[src/rtl/systolic_pkg.sv]
// Shared definitions for the NOR systolic array sequencer.
//   state_e     : controller states (IDLE, LOAD, SETTLE, DONE)
//   DEF_*       : default array geometry, settle time and op-counter width
//   beat_count  : number of serial beats making up one operation
package systolic_pkg;

  typedef enum logic [1:0] {
    ST_IDLE   = 2'd0,
    ST_LOAD   = 2'd1,
    ST_SETTLE = 2'd2,
    ST_DONE   = 2'd3
  } state_e;

  localparam int DEF_ROW    = 4;
  localparam int DEF_COLUMN = 10;
  localparam int DEF_SETTLE = 8;
  localparam int DEF_CW     = 8;

  // Rows come first on the wire, then columns; one bit per beat.
  function automatic int beat_count(input int row, input int column);
    return row + column;
  endfunction

endpackage

[src/rtl/systolic_ctrl_if.sv]
// Handshake bundle between the operand/result agent and the sequencer.
//   in_valid/in_ready/in_bit    : bit-serial operand stream
//   res_valid/res_ready/res_bit : one-bit result return
// master : the agent feeding operands and consuming results
// slave  : the sequencer
interface systolic_ctrl_if;

  logic in_valid;
  logic in_ready;
  logic in_bit;
  logic res_valid;
  logic res_ready;
  logic res_bit;

  modport master (
    output in_valid, in_bit, res_ready,
    input  in_ready, res_valid, res_bit
  );

  modport slave (
    input  in_valid, in_bit, res_ready,
    output in_ready, res_valid, res_bit
  );

endinterface

[src/rtl/systolic_ctrl_cnt.sv]
// Loadable down-counter with zero flag.
//   clk, rst    : clock, synchronous active-high reset (clears to 0)
//   load_i      : load load_val_i (has priority over dec_i)
//   load_val_i  : value to load
//   dec_i       : decrement by one; saturates at zero
//   zero_o      : count is zero
module systolic_ctrl_cnt #(
  parameter int W = 4
) (
  input  logic         clk,
  input  logic         rst,
  input  logic         load_i,
  input  logic [W-1:0] load_val_i,
  input  logic         dec_i,
  output logic         zero_o
);

  logic [W-1:0] cnt_q;
  logic [W-1:0] cnt_d;

  always_comb begin
    cnt_d = cnt_q;
    if (load_i) begin
      cnt_d = load_val_i;
    end else if (dec_i && (cnt_q != '0)) begin
      cnt_d = cnt_q - 1'b1;
    end
  end

  always_ff @(posedge clk) begin
    if (rst) begin
      cnt_q <= '0;
    end else begin
      cnt_q <= cnt_d;
    end
  end

  assign zero_o = (cnt_q == '0);

endmodule

[src/rtl/systolic_ctrl.sv]
// Sequencer for a ROW x COLUMN NOR systolic array.
// Collects ROW+COLUMN operand bits from a bit-serial valid/ready stream
// (LSB first, rows before columns), applies them to the array in one
// atomic update, waits a programmable settle time, samples the array
// output and returns it over a result valid/ready handshake.
// Ports:
//   clk, rst   : clock, synchronous active-high reset
//   strm       : operand stream and result handshake (slave side)
//   arr_row    : array row operands
//   arr_col    : array column operands
//   arr_out    : array output
//   busy       : high in every state except IDLE
//   op_count   : completed operations, wraps modulo 2^CW
module systolic_ctrl
  import systolic_pkg::*;
#(
  parameter int ROW    = DEF_ROW,
  parameter int COLUMN = DEF_COLUMN,
  parameter int SETTLE = DEF_SETTLE,
  parameter int CW     = DEF_CW
) (
  input  logic              clk,
  input  logic              rst,
  systolic_ctrl_if.slave    strm,
  output logic [ROW-1:0]    arr_row,
  output logic [COLUMN-1:0] arr_col,
  input  logic              arr_out,
  output logic              busy,
  output logic [CW-1:0]     op_count
);

  localparam int NB = beat_count(ROW, COLUMN);
  localparam int BW = $clog2(NB + 1);
  localparam int SW = $clog2(SETTLE + 1);

  localparam logic [1:0] S_IDLE   = ST_IDLE;
  localparam logic [1:0] S_LOAD   = ST_LOAD;
  localparam logic [1:0] S_SETTLE = ST_SETTLE;
  localparam logic [1:0] S_DONE   = ST_DONE;

  logic [1:0]        state_q, state_d;
  logic              in_ready_q, in_ready_d;
  logic              res_valid_q, res_valid_d;
  logic              res_bit_q, res_bit_d;
  logic [NB-1:0]     sr_q, sr_d;
  logic [NB-1:0]     sr_full;
  logic [ROW-1:0]    arr_row_q, arr_row_d;
  logic [COLUMN-1:0] arr_col_q, arr_col_d;
  logic [CW-1:0]     op_count_q, op_count_d;

  logic accept;
  logic hs;
  logic bcnt_load, bcnt_dec, bcnt_zero;
  logic scnt_load, scnt_dec, scnt_zero;

  assign accept = strm.in_valid & in_ready_q;
  assign hs     = res_valid_q & strm.res_ready;

  // Beats enter at the MSB and move down; after NB shifts beat k sits at
  // bit k, so the final beat plus the register is the whole operand word.
  assign sr_full = {strm.in_bit, sr_q[NB-1:1]};

  // Beats still expected after the current one. Loaded on the first beat
  // with NB-2, so the beat that finds it at zero is the last one.
  systolic_ctrl_cnt #(.W(BW)) u_beat_cnt (
    .clk        (clk),
    .rst        (rst),
    .load_i     (bcnt_load),
    .load_val_i (BW'(NB - 2)),
    .dec_i      (bcnt_dec),
    .zero_o     (bcnt_zero)
  );

  // Loaded with SETTLE on the apply edge; the cycle that finds it at zero
  // is the sample cycle, giving SETTLE+1 edges from apply to res_valid.
  systolic_ctrl_cnt #(.W(SW)) u_settle_cnt (
    .clk        (clk),
    .rst        (rst),
    .load_i     (scnt_load),
    .load_val_i (SW'(SETTLE)),
    .dec_i      (scnt_dec),
    .zero_o     (scnt_zero)
  );

  always_comb begin
    state_d     = state_q;
    sr_d        = sr_q;
    arr_row_d   = arr_row_q;
    arr_col_d   = arr_col_q;
    res_valid_d = res_valid_q;
    res_bit_d   = res_bit_q;
    op_count_d  = op_count_q;
    bcnt_load   = 1'b0;
    bcnt_dec    = 1'b0;
    scnt_load   = 1'b0;
    scnt_dec    = 1'b0;

    case (state_q)
      S_IDLE: begin
        if (accept) begin
          sr_d      = sr_full;
          bcnt_load = 1'b1;
          state_d   = S_LOAD;
        end
      end
      S_LOAD: begin
        if (accept) begin
          sr_d = sr_full;
          if (bcnt_zero) begin
            // Whole operand set reaches the array on this single edge.
            arr_row_d = sr_full[ROW-1:0];
            arr_col_d = sr_full[NB-1:ROW];
            scnt_load = 1'b1;
            state_d   = S_SETTLE;
          end else begin
            bcnt_dec = 1'b1;
          end
        end
      end
      S_SETTLE: begin
        if (scnt_zero) begin
          res_bit_d   = arr_out;
          res_valid_d = 1'b1;
          state_d     = S_DONE;
        end else begin
          scnt_dec = 1'b1;
        end
      end
      S_DONE: begin
        if (hs) begin
          res_valid_d = 1'b0;
          op_count_d  = op_count_q + 1'b1;
          state_d     = S_IDLE;
        end
      end
      default: begin
        state_d = S_IDLE;
      end
    endcase
  end

  // Registered from the next state so in_ready has no path from in_valid
  // and reads low while rst is held.
  assign in_ready_d = (state_d == S_IDLE) || (state_d == S_LOAD);

  always_ff @(posedge clk) begin
    if (rst) begin
      state_q     <= S_IDLE;
      in_ready_q  <= 1'b0;
      res_valid_q <= 1'b0;
      res_bit_q   <= 1'b0;
      sr_q        <= '0;
      arr_row_q   <= '0;
      arr_col_q   <= '0;
      op_count_q  <= '0;
    end else begin
      state_q     <= state_d;
      in_ready_q  <= in_ready_d;
      res_valid_q <= res_valid_d;
      res_bit_q   <= res_bit_d;
      sr_q        <= sr_d;
      arr_row_q   <= arr_row_d;
      arr_col_q   <= arr_col_d;
      op_count_q  <= op_count_d;
    end
  end

  assign strm.in_ready  = in_ready_q;
  assign strm.res_valid = res_valid_q;
  assign strm.res_bit   = res_bit_q;
  assign arr_row        = arr_row_q;
  assign arr_col        = arr_col_q;
  assign busy           = (state_q != S_IDLE);
  assign op_count       = op_count_q;

endmodule
[src/flat_wrapper.sv]
// flat-port wrapper written by rule: the top's interface ports become plain ports
module systolic_ctrl_flat import systolic_pkg::*;
#(
  parameter int ROW    = DEF_ROW,
  parameter int COLUMN = DEF_COLUMN,
  parameter int SETTLE = DEF_SETTLE,
  parameter int CW     = DEF_CW
)
  (clk, rst, arr_row, arr_col, arr_out, busy, op_count, strm_in_valid, strm_in_bit, strm_res_ready, strm_in_ready, strm_res_valid, strm_res_bit);
  systolic_ctrl_if strm_i ();
  input  logic clk;
  input  logic rst;
  output logic [ROW-1:0] arr_row;
  output logic [COLUMN-1:0] arr_col;
  input  logic arr_out;
  output logic busy;
  output logic [CW-1:0] op_count;
  input wire logic [$bits(strm_i.in_valid)-1:0] strm_in_valid;
  input wire logic [$bits(strm_i.in_bit)-1:0] strm_in_bit;
  input wire logic [$bits(strm_i.res_ready)-1:0] strm_res_ready;
  output wire logic [$bits(strm_i.in_ready)-1:0] strm_in_ready;
  output wire logic [$bits(strm_i.res_valid)-1:0] strm_res_valid;
  output wire logic [$bits(strm_i.res_bit)-1:0] strm_res_bit;
  assign strm_i.in_valid = strm_in_valid;
  assign strm_i.in_bit = strm_in_bit;
  assign strm_i.res_ready = strm_res_ready;
  assign strm_in_ready = strm_i.in_ready;
  assign strm_res_valid = strm_i.res_valid;
  assign strm_res_bit = strm_i.res_bit;
  systolic_ctrl #(.ROW(ROW), .COLUMN(COLUMN), .SETTLE(SETTLE), .CW(CW)) u_core (.clk(clk), .rst(rst), .strm(strm_i), .arr_row(arr_row), .arr_col(arr_col), .arr_out(arr_out), .busy(busy), .op_count(op_count));
endmodule
[config.mk]
export PLATFORM = sky130hd
export DESIGN_NAME = systolic_ctrl_flat
export DESIGN_NICKNAME = d
export VERILOG_FILES = /design/src/rtl/systolic_pkg.sv /design/src/rtl/systolic_ctrl_if.sv /design/src/rtl/systolic_ctrl_cnt.sv /design/src/rtl/systolic_ctrl.sv /design/src/flat_wrapper.sv
export SDC_FILE = /design/constraint.sdc
export NUM_CORES = 1
export LEC_CHECK = 0
export CAP_MARGIN = 40
export CORE_AREA = 5 5 82 84
export CTS_CLUSTER_DIAMETER = 50
export CTS_CLUSTER_SIZE = 28
export DETAILED_ROUTE_END_ITERATION = 8
export DIE_AREA = 0 0 87 89
export GPL_ROUTABILITY_DRIVEN = 0
export GPL_TIMING_DRIVEN = 0
export SYNTH_ARGS = -nofsm -noshare
export SYNTH_HDL_FRONTEND = slang
export SYNTH_SLANG_ARGS = --single-unit
export TNS_END_PERCENT = 10
[constraint.sdc]
create_clock -name clk -period 1.4 [get_ports clk]
set_input_delay 0.21 -clock clk [delete_from_list [all_inputs] [get_ports clk]]
set_output_delay 0.21 -clock clk [all_outputs]
set_load 0.005 [all_outputs]
==> results.cfg <==
; physical design summary
[grt]
met3_usage_pct = 3.04
grt_pass1_wl_um = 8400
grt_use_total_pct = 13.6
grt_pass1_vias = 1794
grt-ovfl-total = 0
grt_use_met2_pct = 22.6
busiest_layer = met2
grt_use_met1_pct = 17.8
antenna_found_initial = 0

[yosys]
synth_cell_types = 37
ys_sh_simple_pct = 22.5
synthMuxAreaShare_pct = 0.502
ys.flops = 48
yosys.stat.seqShare_pct = 48.2
fa_ha_area_share_pct = 1.88
ys_cells = 237
synthTopLogicFamily = simple AND/OR/NAND/NOR gates
syn-cell-area_sq_um = 1990
syn_area_per_cell_sq_um = 8.41
synthCells = 237
ys_chip_area_sq_um = 1990
aoi_share_pct = 21.0
synthArstFlopShare_pct = 0
edf_count = 0
yosys_warnings = 0

[final_timing]
tightest_slew_ps = 608
fin_setup_tns_ps = -6.60
report.final.slew_viol_count = 0
slew_headroom_pct = 59.5
min_period_ps = 1400
fin_crit_sh_pct = 100
setup_viol = 2
rsz0062_at_grt = true
setup_ws_ps = -4.99
fin_skew_ps = 9.16
hold_viol = 0

[critical_path]
startpoint_type = flip-flop
path_buffers = 3
arrival_ps = 1640
cpPeakStageDelay_ps = 330
crit_required_ps = 1640
reg2reg_to = u_core.arr_col[4]
cp-end-kind = flip-flop
cp_max_fo = 6
r2r_cells = 7
worstReg2RegStart = u_core.u_beat_cnt.cnt_q[0]
cp_slowest_cell = dfxtp_2

[detailed_routing]
drt_iter0_drc = 131
drc = 0
ant_nets = 0
dr_wl_met2_um = 2420
first_pass_iters = 4
post_drt_wl_per_cell_um = 14.2
vias_per_cell = 5.27
wl_um = 5090
wl_met3_um = 170
num_vias = 1880

[placed_design]
portBuffers = 30
dp_hpwl_um = 3350
placed_area_sq_um = 2390

[finish]
drive_above_1_share_pct = 25.9
synthToLayoutAreaGrowth_pct = 36.3
nNetsFinal = 290
diodes = 0
post-route-cell-area_sq_um = 2720
fill_cells = 579

[cts]
clk_latency_ps = 310
clockBufferDepth = 2
cts_root_buf = clkbuf_8
cts_tree = yes
htreeDepth = 2

[power]
p_leak_nw = 0.982
ir_worst_vdd_v = 0.000519
power.density_nw_per_um2 = 928

[die]
ios = 32
chip_area_sq_um = 7740
rows = 28
fp.dieW_um = 87
die_height_um = 89

[run]
warning_count = 28
cap_viol_max_count = 0

[status]
violations = negative setup slack
outcome = finished with violations

[min_path]
min-delay-start = rst
min_path_type = input pin to flip-flop
[flip-flops by register name (all words and copies together), names as in the netlist]
name                       count
u_core.arr_row                 4
u_core.arr_col                10
u_core.state_q                 2
u_core.strm.res_bit            1
u_core.op_count                8
u_core.sr_q                   13
u_core.strm.in_ready           1
u_core.u_settle_cnt.cnt_q      4
u_core.u_beat_cnt.cnt_q        4
u_core.strm.res_valid          1
[cells in the mapped netlist (2+ instances only)]
master	instances	area share (%)
nand4b_1	2	0.88
or4_1	3	1.1
nand2_1	33	6.2
nand4_1	3	0.94
a21oi_1	39	9.8
buf_2	8	2.0
o21ai_0	22	5.5
ha_1	3	1.9
or3_1	6	1.9
dfxtp_1	48	48
nand3b_1	2	0.75
inv_1	7	1.3
a211oi_1	3	1.1
clkbuf_1	8	1.5
nand3_1	21	5.3
o41ai_1	2	0.88
o31ai_1	4	1.5
nor2_1	3	0.56
a31oi_1	2	0.63
[what timing repair did]
item	in CTS	in global routing
pin swaps	2	6
setup endpoints to repair	41	41
setup buffers	6	0
gates resized	42	44
cloned	1	0
[through the flow]
stage | std cells | power [W] | hold slack, ps | worst slack, ps | utilization, %
after detailed placement | 342 | 0.00165 | 447 | -325 | 40.8
after global placement | 342 | 0.00165 | 444 | -317 | 40.8
after CTS | 357 | 0.00253 | 312 | -31.1 | 44.7
after global routing | 357 | 0.00262 | 346 | -72.1 | 46.4
final | 357 | 0.00252 | 310 | -4.99 | 46.4
after floorplan | 237 | 0.00156 | 346 | 28.3 | -
[cells in the final DEF, fill, tap and decap left out, drive strengths merged, types with 2 or more instances in the layout]
cell / n
dfxtp: 48
dlygate4sd2: 3
nand3b: 2
o21ai: 22
clkdlybuf4s50: 20
o31ai: 4
nand2: 33
clkbuf: 13
clkinvlp: 2
a211oi: 3
or4: 3
nand4: 4
dlymetal6s2s: 6
a31oi: 2
or3: 6
inv: 7
o41ai: 2
nand3: 21
a21oi: 39
nor2: 3
buf: 17
ha: 3
nand4b: 2
[where the power goes]
| part | internal (W) | total, W | switching, W |
|---|---|---|---|
| clock | 0.000354 | 0.000849 | 0.000495 |
| combinational | 0.000121 | 0.000277 | 0.000156 |
| sequential | 0.00137 | 0.00139 | 0.0000214 |
| total | 0.00185 | 0.00252 | 0.000673 |
[worst max path at each step]
stage                          startpoint                end  cells past startpoint
6_report       u_core.u_beat_cnt.cnt_q[0]  u_core.arr_col[4]                      7
5_1_grt        u_core.u_beat_cnt.cnt_q[0]  u_core.arr_col[1]                      7
4_1_cts                u_core.op_count[1]        op_count[1]                      1
3_5_place_dp   u_core.u_beat_cnt.cnt_q[0]  u_core.arr_col[1]                      6
3_3_place_gp   u_core.u_beat_cnt.cnt_q[0]  u_core.arr_col[2]                      6
2_1_floorplan  u_core.u_beat_cnt.cnt_q[0]  u_core.arr_col[0]                      7
[final cells by class]
class	count	area (sq um)	share of cell area [%]
multi-input cells	165	1020	37.6
flip-flops and latches	48	1010	37.1
repair buffers	37	367	13.5
plain buffers	17	106	3.92
well taps	75	93.8	3.45
clock buffers	5	68.8	2.53
inverters	7	26.3	0.967
clock inverters	3	23.8	0.875
Fig. 1: where the registers sit
Scale: 4 px per um.
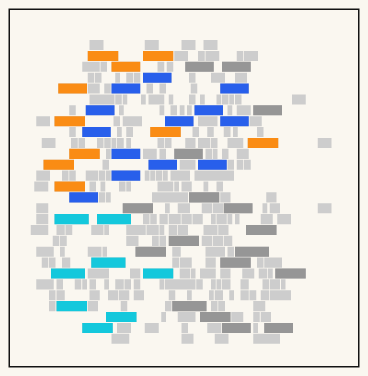
[u_core.op_count] cyan | flops: 8 | where: lower left
[u_core.sr_q] blue | flops: 13
[u_core.arr_col] orange | flops: 10
not coloured: 17
sequential share of cell area: 37.1%
FF/Latch Area: 1010 sq um
Core Util, Final: 46.4%

Fig. 2: clock nets
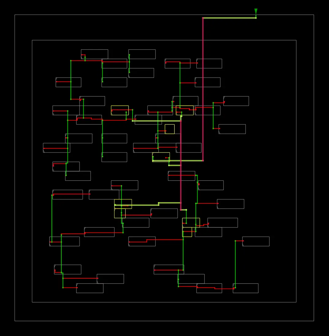
clk sinks: 48
CTS Buf Count: 5

Fig. 3: cell density map
Scale: 3 px per um. 9 x 9 tiles, from dark purple (low) to yellow (high), 0 to 100% covered.
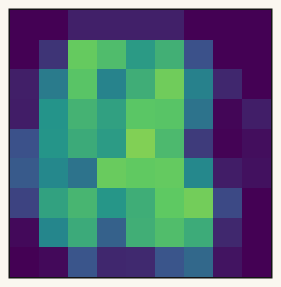
tiles over 75% full: 8.6%
mean over tiles: 34%
densest ninth of the die: centre
emptiest ninth of the die: upper right
area of the core: 5850 sq um
fp util: 34.1%

Fig. 4: selected gate families
Scale: 6 px per um.
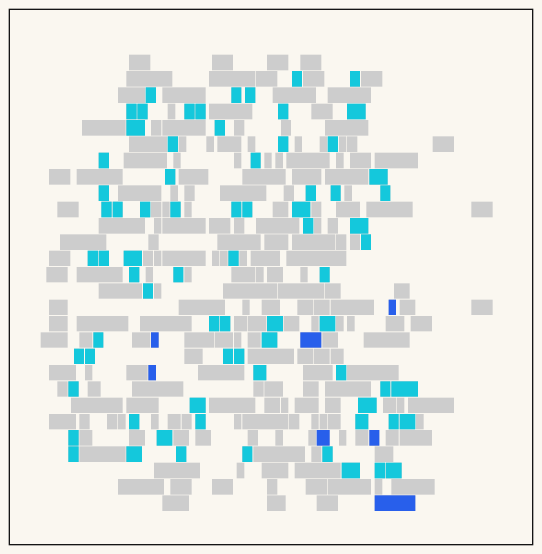
[aoi and oai cells] cyan | cells: 74 | most used: a21oi_1
[nor cells] blue | cells: 7 | most used: nor2_1
Comb/total area: 37.6%
Finished Layout Cells: 357

Power is estimated from default activity; no workload was simulated.
